File: src/rtl/pipe_stage_reg.sv
// Back-pressurable pipeline stage register with a 2-entry skid buffer, valid/ready handshake and flush.
// Optional performance counters (stall_cnt, flush_cnt) are built when PIPE_REG_PERF_EN is defined.
module pipe_stage_reg #(
  parameter int unsigned           DATA_W      = 96,
  parameter int unsigned           CTRL_W      = 24,
  parameter logic [CTRL_W-1:0]     BUBBLE_CTRL = '0,
  parameter int unsigned           CNT_W       = 16
) (
  input  logic              clk,
  input  logic              rst,
  input  logic              flush,
  input  logic              in_valid,
  output logic              in_ready,
  input  logic [DATA_W-1:0] in_data,
  input  logic [CTRL_W-1:0] in_ctrl,
  output logic              out_valid,
  input  logic              out_ready,
  output logic [DATA_W-1:0] out_data,
  output logic [CTRL_W-1:0] out_ctrl
`ifdef PIPE_REG_PERF_EN
  ,
  output logic [CNT_W-1:0]  stall_cnt,
  output logic [CNT_W-1:0]  flush_cnt
`endif
);

  // Encoding is {main_valid, skid_valid}; 2'b01 is unreachable.
  typedef enum logic [1:0] {
    EMPTY = 2'b00,
    ONE   = 2'b10,
    FULL  = 2'b11
  } state_t;

  state_t            state;
  state_t            stateNxt;
  logic              inReadyQ;
  logic [DATA_W-1:0] mainData;
  logic [CTRL_W-1:0] mainCtrl;
  logic [DATA_W-1:0] skidData;
  logic [CTRL_W-1:0] skidCtrl;
  logic              mainValid;
  logic              skidValid;
  logic              accept;
  logic              emit;
  logic              loadMainIn;
  logic              loadSkidIn;
  logic              moveSkid;

  assign mainValid = state[1];
  assign skidValid = state[0];
  assign accept    = in_valid & inReadyQ;
  assign emit      = mainValid & out_ready;

  always_comb begin
    stateNxt   = state;
    loadMainIn = 1'b0;
    loadSkidIn = 1'b0;
    moveSkid   = 1'b0;
    if (flush) begin
      stateNxt = EMPTY;
    end else begin
      unique case (state)
        EMPTY: begin
          if (accept) begin
            stateNxt   = ONE;
            loadMainIn = 1'b1;
          end
        end
        ONE: begin
          if (accept && emit) begin
            loadMainIn = 1'b1;
          end else if (accept) begin
            stateNxt   = FULL;
            loadSkidIn = 1'b1;
          end else if (emit) begin
            stateNxt = EMPTY;
          end
        end
        FULL: begin
          if (emit) begin
            stateNxt = ONE;
            moveSkid = 1'b1;
          end
        end
        default: stateNxt = EMPTY;
      endcase
    end
  end

  // in_ready is the registered complement of the next skid_valid.
  always_ff @(posedge clk or negedge rst) begin
    if (!rst) begin
      state    <= EMPTY;
      inReadyQ <= 1'b0;
    end else begin
      state    <= stateNxt;
      inReadyQ <= (stateNxt != FULL);
    end
  end

  always_ff @(posedge clk or negedge rst) begin
    if (!rst) begin
      mainData <= '0;
      mainCtrl <= BUBBLE_CTRL;
      skidData <= '0;
      skidCtrl <= BUBBLE_CTRL;
    end else begin
      if (loadMainIn) begin
        mainData <= in_data;
        mainCtrl <= in_ctrl;
      end else if (moveSkid) begin
        mainData <= skidData;
        mainCtrl <= skidCtrl;
      end
      if (loadSkidIn) begin
        skidData <= in_data;
        skidCtrl <= in_ctrl;
      end
    end
  end

  assign in_ready  = inReadyQ;
  assign out_valid = mainValid;
  assign out_data  = mainData;
  assign out_ctrl  = mainValid ? mainCtrl : BUBBLE_CTRL;

`ifdef PIPE_REG_PERF_EN
  logic [1:0]     squashed;
  logic [CNT_W:0] flushSum;

  // The entry emitted on the flush edge was consumed, so it is not counted as squashed.
  assign squashed = {1'b0, mainValid} + {1'b0, skidValid} - {1'b0, emit};
  assign flushSum = {1'b0, flush_cnt} + (CNT_W+1)'(squashed);

  always_ff @(posedge clk or negedge rst) begin
    if (!rst) begin
      stall_cnt <= '0;
      flush_cnt <= '0;
    end else begin
      if (mainValid && !out_ready && (stall_cnt != '1)) begin
        stall_cnt <= stall_cnt + 1'b1;
      end
      if (flush) begin
        flush_cnt <= flushSum[CNT_W] ? '1 : flushSum[CNT_W-1:0];
      end
    end
  end
`endif

endmodule
File: config.mk
export PLATFORM = sky130hd
export DESIGN_NAME = pipe_stage_reg
export DESIGN_NICKNAME = d
export VERILOG_FILES = /design/src/rtl/pipe_stage_reg.sv
export SDC_FILE = /design/constraint.sdc
export NUM_CORES = 1
export LEC_CHECK = 0
export CORE_ASPECT_RATIO = 0.7
export CORE_UTILIZATION = 26
export CTS_BUF_LIST = sky130_fd_sc_hd__clkbuf_16
export DETAILED_ROUTE_END_ITERATION = 16
export HOLD_SLACK_MARGIN = 0.1
export SETUP_SLACK_MARGIN = 0.5
export SLEW_MARGIN = 20
export SYNTH_ARGS = -nofsm -noshare
export SYNTH_HDL_FRONTEND = slang
export SYNTH_SLANG_ARGS = --single-unit
File: constraint.sdc
create_clock -name clk -period 3.2 [get_ports clk]
set_input_delay 0.32 -clock clk [delete_from_list [all_inputs] [get_ports clk]]
set_output_delay 0.32 -clock clk [all_outputs]
set_load 0.02 [all_outputs]
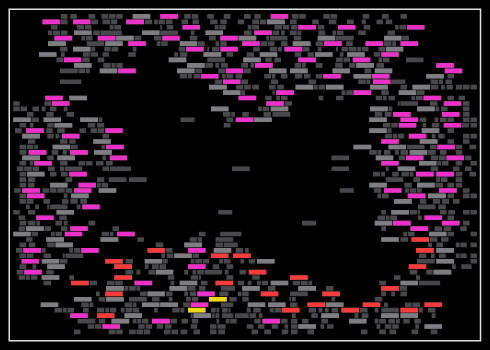
Figure 1: run 1, sequential cells colored by netlist name.
Drawn at 2 px/micron. Other sequential cells in the stronger gray, the rest of the logic in the fainter gray.
legend:
  out_data:
    color: magenta
    flops: 96
    where: all over the die
  state:
    color: yellow
    flops: 2
  skidCtrl:
    color: red
    flops: 24

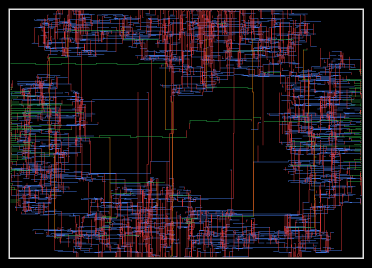
Figure 2: run 1, signal wires by layer.
Drawn at 1.5 px/micron.
legend:
  metal 4:
    color: orange
    wire_length: 614 microns
  metal 3:
    color: green
    wire_length: 1610 microns
  metal 1:
    color: blue
    wire_length: 12200 microns
  metal 2:
    color: red
    wire_length: 11600 microns

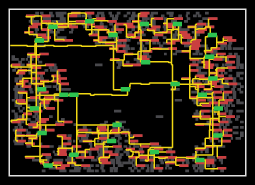
Figure 3: run 1, clock distribution.
Drawn at 1 px/micron.
legend:
  clock drivers:
    color: green
    count: 26
  clock wires:
    color: yellow
    length: 3490 microns
  flip-flops:
    color: red
    count: 243
flops lie: all over the die
routed clock nets: 27

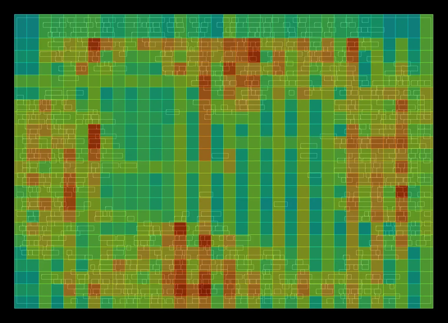
Figure 4: run 1, routing congestion.
overall routing resource usage: 13.42%
GRT met3 Usage: 3.807%
detailed-route wire length per cell: 18.12 microns
met2 usage: 20.54%
fraction of met1 tracks used by global routing: 18.63%

==> flow.log, run 1 <==
[metrics] run summary
INFO  metric worst_hold_slack = 0.3889 ns
INFO  metric nClkBuffers = 27
INFO  metric ctsHtreeMaxLevel = 1
INFO  metric count_of_cells_along_the_worst_hold_path = 2
INFO  metric worstSetupStartpoint = state[1]$_DFF_PN0_
INFO  metric clk_latency = 0.54 ns
INFO  metric postSynthCellCount = between 600 and 700
INFO  metric synthXorXnorAreaFrac = 0%
INFO  metric finalSetupViolations = 0
INFO  metric final-clk-cell-share = roughly 6.4%
INFO  metric rrSetupSlack = around 1.2 ns
INFO  metric first_global_vias = 6944
INFO  metric cts-hold-fix-buffers = 1
INFO  metric powerClk = 3.18 mW
INFO  metric crit_path_top_delay_cell = clkdlybuf4s50_1
INFO  metric non_clock_buffer_contribution_to_total_cell_area = 19.42%
INFO  metric layout_top_cell = clkdlybuf4s50_1
INFO  metric avgViaCountPerCell = between 4 and 5
INFO  metric comb_cell_power = 1.74 mW
INFO  metric comb_power_share = 19.4%
INFO  metric num_antenna_cells = 1
INFO  metric n_sequential_cell = roughly 240
INFO  metric postSynthNetCount = between 800 and 900
INFO  metric cell_chain_critical_path = buf_4 -> and2_1 -> clkdlybuf4s50_1
INFO  metric fin_crit = 2.516 ns
INFO  metric max-vdd-ir-drop = 0.0003327 V
INFO  metric enable_flop_cells = 0
INFO  metric total_tool_warning_count = 28
INFO  metric post_synth_arst_share = 100.0%
INFO  metric grt_remaining_overflow = 0
INFO  metric seq_power = 4.06 mW
INFO  metric final.fill_count = around 3500
INFO  metric detail-route-antenna-nets = 0
INFO  metric internal-power = around 6.6 mW
INFO  metric crit-reg2reg-capture = skidData[84]$_DFFE_PN0P_
INFO  metric critPathTopFamily = buffers and inverters
INFO  metric worst_setup_hold_path_clk_slew = around 0.060 ns
INFO  metric die_w = 234.9 microns
INFO  metric clock_sink_count = between 200 and 250
INFO  metric post-cts-setup-buffers = 0
INFO  metric yosysSeqAreaShare = 61.58%
INFO  metric syn2layout_area_growth = 40.27%
INFO  metric switching_power = 2.353 mW
INFO  metric num-nonclk-inverters = 2
INFO  metric powerDensity = 648.5 mW/mm^2
INFO  metric detailedPlace.worstSlack = 0.8070 ns
INFO  metric fraction_of_final_layout_cells_with_drive_strength_greater_than_1 = 8.439%
INFO  metric outcome = complete, no violations
INFO  metric synth.area.top_cells = dfrtp_1 62%, a221o_1 12%, mux2_1 11%
INFO  metric yosys_chip_area = 0.009874 sq mm
INFO  metric setup_repair_after_global_routing_missed_its_margin = false
INFO  metric topCombFamilyByArea = multiplexers
INFO  metric worstReg2RegStart = state[0]$_DFF_PN0_
INFO  metric min-delay-path-class = in2reg
INFO  metric tightest_slew = roughly 0.7 ns
INFO  metric synthAoiAreaFrac = between 10% and 20%
INFO  metric grt_antenna_before_repair = 1
INFO  metric placementRows = 59
INFO  metric period_used_share = 78.61%
INFO  metric cap_viol_max_count = 0
INFO  metric timing.setup.critical_path_class = reg2out
INFO  metric worst_setup_path_endpoint = out_ctrl[7]
INFO  metric dp_hpwl = around 16000 microns
INFO  metric worst-path-stages = 3
INFO  metric netlist_area = 0.009874 sq mm
INFO  metric chipHeight = 165.1 microns
INFO  metric topRoutingLayerUsed = met4
INFO  metric postCtsResizedCells = 0
INFO  metric total_power_of_the_final_layout = 8.982 mW
INFO  metric total_number_of_yosys_warnings = 0
INFO  metric io-pin-count = 247
INFO  metric worst-path-max-fanout = 21
INFO  metric totalNegativeSetupSlack = 0 ns
INFO  metric final_cell_mix = 245 x clkdlybuf4s50_1, 243 x dfrtp_1, 142 x and2_1
INFO  metric instance_area_after_placement = 0.01295 sq mm
==> run 2: changes to the inputs <==
==> constraint.sdc (replaced) <==
create_clock -name clk -period 2.3 [get_ports clk]
set_input_delay 0.23 -clock clk [delete_from_list [all_inputs] [get_ports clk]]
set_output_delay 0.23 -clock clk [all_outputs]
set_load 0.02 [all_outputs]
==> flow.log, run 2 <==
[metrics] run summary
INFO  metric avgViaCountPerCell = 4.659 (-0.65%)
INFO  metric finalSetupViolations = 0 (unchanged)
INFO  metric instance_area_after_placement = 0.01306 sq mm (+0.87%)
INFO  metric global_route.usage.total = 13.42% (about the same)
INFO  metric num-nonclk-inverters = 2 (unchanged)
INFO  metric comb_power_share = 19.0% (-0.4 points)
INFO  metric io-pin-count = 247 (unchanged)
INFO  metric ctsHtreeMaxLevel = 1 (unchanged)
INFO  metric critPathTopFamily = flip-flops
INFO  metric syn2layout_area_growth = 41.61%
INFO  metric clock_sink_count = 243 (unchanged)
INFO  metric cell_chain_critical_path = clkbuf_4 -> and2_1 -> clkdlybuf4s15_2
INFO  metric total_power_of_the_final_layout = 12.43 mW (+38%)
INFO  metric total_tool_warning_count = 28 (unchanged)
INFO  metric die_w = 234.9 microns (unchanged)
INFO  metric postSynthCellCount = 693 (unchanged)
INFO  metric setup_repair_after_global_routing_missed_its_margin = true
INFO  metric worst_setup_path_endpoint = out_ctrl[1]
INFO  metric fin_crit = around 1.8 ns
INFO  metric dp_hpwl = 16940 microns (+5.8%)
INFO  metric grt_antenna_before_repair = 0 (-1)
INFO  metric layout_top_cell = dfrtp_1
INFO  metric n_sequential_cell = 243 (unchanged)
INFO  metric first_global_vias = 7043 (+1.4%)
INFO  metric postSynthNetCount = 818 (unchanged)
INFO  metric detailedPlace.worstSlack = 0.1710 ns (-0.6359 ns)
INFO  metric final_cell_mix = 242 x dfrtp_1, 164 x clkdlybuf4s50_1, 142 x and2_1
INFO  metric worst_setup_hold_path_clk_slew = 0.06 ns (about the same)
INFO  metric outcome = complete, no violations
INFO  metric post-cts-setup-buffers = 3 (+3)
INFO  metric cap_viol_max_count = 0 (unchanged)
INFO  metric grt_use_met2 = 20.64% (+0.094 points)
INFO  metric post_synth_arst_share = 100.0% (unchanged)
INFO  metric switching_power = 3.269 mW (+39%)
INFO  metric chipHeight = 165.1 microns (unchanged)
INFO  metric timing.setup.critical_path_class = reg2out
INFO  metric period_used_share = 78.28%
INFO  metric seq_power = 5.64 mW (+39%)
INFO  metric grt_remaining_overflow = 0 (unchanged)
INFO  metric grtUsageMet3 = 4.272% (+0.47 points)
INFO  metric crit-reg2reg-capture = out_data[73]$_DFFE_PN0P_
INFO  metric fraction_of_final_layout_cells_with_drive_strength_greater_than_1 = 12.99% (+4.6 points)
INFO  metric synthAoiAreaFrac = 12.20% (unchanged)
INFO  metric yosys_chip_area = 0.009874 sq mm (unchanged)
INFO  metric comb_cell_power = 2.37 mW (+36%)
INFO  metric powerDensity = 889.1 mW/mm^2 (+37%)
INFO  metric powerClk = 4.43 mW (+39%)
INFO  metric rrSetupSlack = 0.56 ns (-0.66 ns)
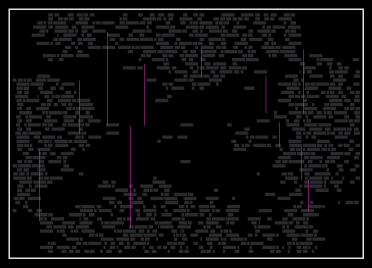
Figure 5: run 2, M4 wires.
Drawn at 1.5 px/micron.
longest straight run: 67.3 microns
main direction: vertical
share of all routed wire: 1.5%
wire length on this layer: 398 microns
nets with wire on the layer: 3

==> run 3: changes to the inputs <==
==> constraint.sdc (replaced) <==
create_clock -name clk -period 1.5 [get_ports clk]
set_input_delay 0.15 -clock clk [delete_from_list [all_inputs] [get_ports clk]]
set_output_delay 0.15 -clock clk [all_outputs]
set_load 0.02 [all_outputs]
==> flow.log, run 3 <==
[metrics] run summary
INFO  metric fraction_of_final_layout_cells_with_drive_strength_greater_than_1 = 39.32% (+26 points)
INFO  metric final.setup.worst_slack = -0.2283 ns
INFO  metric powerDensity = 1253 mW/mm^2 (+41%)
INFO  metric internal-power = 14.22 mW
INFO  metric final_cell_mix = 241 x dfrtp_1, 123 x clkdlybuf4s50_1, 122 x buf_6
INFO  metric grt_antenna_before_repair = 0 (unchanged)
INFO  metric num-nonclk-inverters = 2 (unchanged)
INFO  metric detailedPlace.worstSlack = -0.4628 ns (-0.6339 ns)
INFO  metric instance_area_after_placement = 0.01328 sq mm (+1.7%)
INFO  metric outcome = finished with violations
INFO  metric powerClk = 5.80 mW (+31%)
INFO  metric clock_sink_count = 243 (unchanged)
INFO  metric cap_viol_max_count = 0 (unchanged)
INFO  metric setup_repair_after_global_routing_missed_its_margin = true
INFO  metric fin_skew = ~0.0094 ns
INFO  metric timing.setup.critical_path_class = reg2reg
INFO  metric fin_crit = between 1.5 and 2 ns
INFO  metric topCombFamilyByArea = multiplexers
INFO  metric grt_remaining_overflow = 0 (unchanged)
INFO  metric rrSetupSlack = -0.23 ns (-0.79 ns)
INFO  metric n_sequential_cell = 243 (unchanged)
INFO  metric global_route.usage.total = 14.04% (+0.62 points)
INFO  metric comb_cell_power = 4.95 mW (+110%)
INFO  metric grtUsageMet3 = 4.106% (-0.17 points)
INFO  metric first_global_vias = 7437 (+5.6%)
INFO  metric critPathTopFamily = buffers and inverters
INFO  metric violations_in_the_final_reports = negative setup slack
INFO  metric crit-reg2reg-capture = out_data[76]$_DFFE_PN0P_
INFO  metric finalSetupViolations = 264 (+264)
INFO  metric total_tool_warning_count = 29 (+3.6%)
INFO  metric cts_max_path_buffers = 3
INFO  metric seq_power = 8.78 mW (+56%)
INFO  metric avgViaCountPerCell = 4.698 (+0.83%)
INFO  metric worst_hold_slack = between 0.1 and 0.15 ns
INFO  metric postSynthNetCount = 818 (unchanged)
INFO  metric comb_power_share = 25.4% (+6.4 points)
INFO  metric switching_power = 5.313 mW (+63%)
INFO  metric die_w = 234.9 microns (unchanged)
INFO  metric worst_setup_hold_path_clk_slew = 0.06 ns (about the same)
INFO  metric post_synth_arst_share = 100.0% (unchanged)
INFO  metric cell_chain_critical_path = and4bb_4 -> buf_6 -> a21oi_4 -> buf_12 -> buf_12 -> a221o_1
INFO  metric io-pin-count = 247 (unchanged)
INFO  metric period_used_share = 115.2%
INFO  metric total_power_of_the_final_layout = 19.53 mW (+57%)
INFO  metric postSynthCellCount = 693 (unchanged)
INFO  metric syn2layout_area_growth = 57.91%
INFO  metric post-cts-setup-buffers = 50 (+47)
INFO  metric dp_hpwl = 17380 microns (+2.6%)
INFO  metric layout_top_cell = dfrtp_1
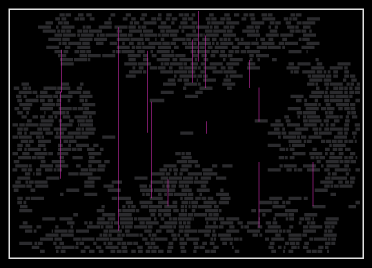
Figure 6: run 3, M4 wires.
Drawn at 1.5 px/micron.
main direction: vertical
share of all routed wire: 1.8%
nets with wire on the layer: 7
longest straight run: 135 microns
wire length on this layer: 576 microns

Power figures rest on the tool's default switching activity, not on a simulated workload.
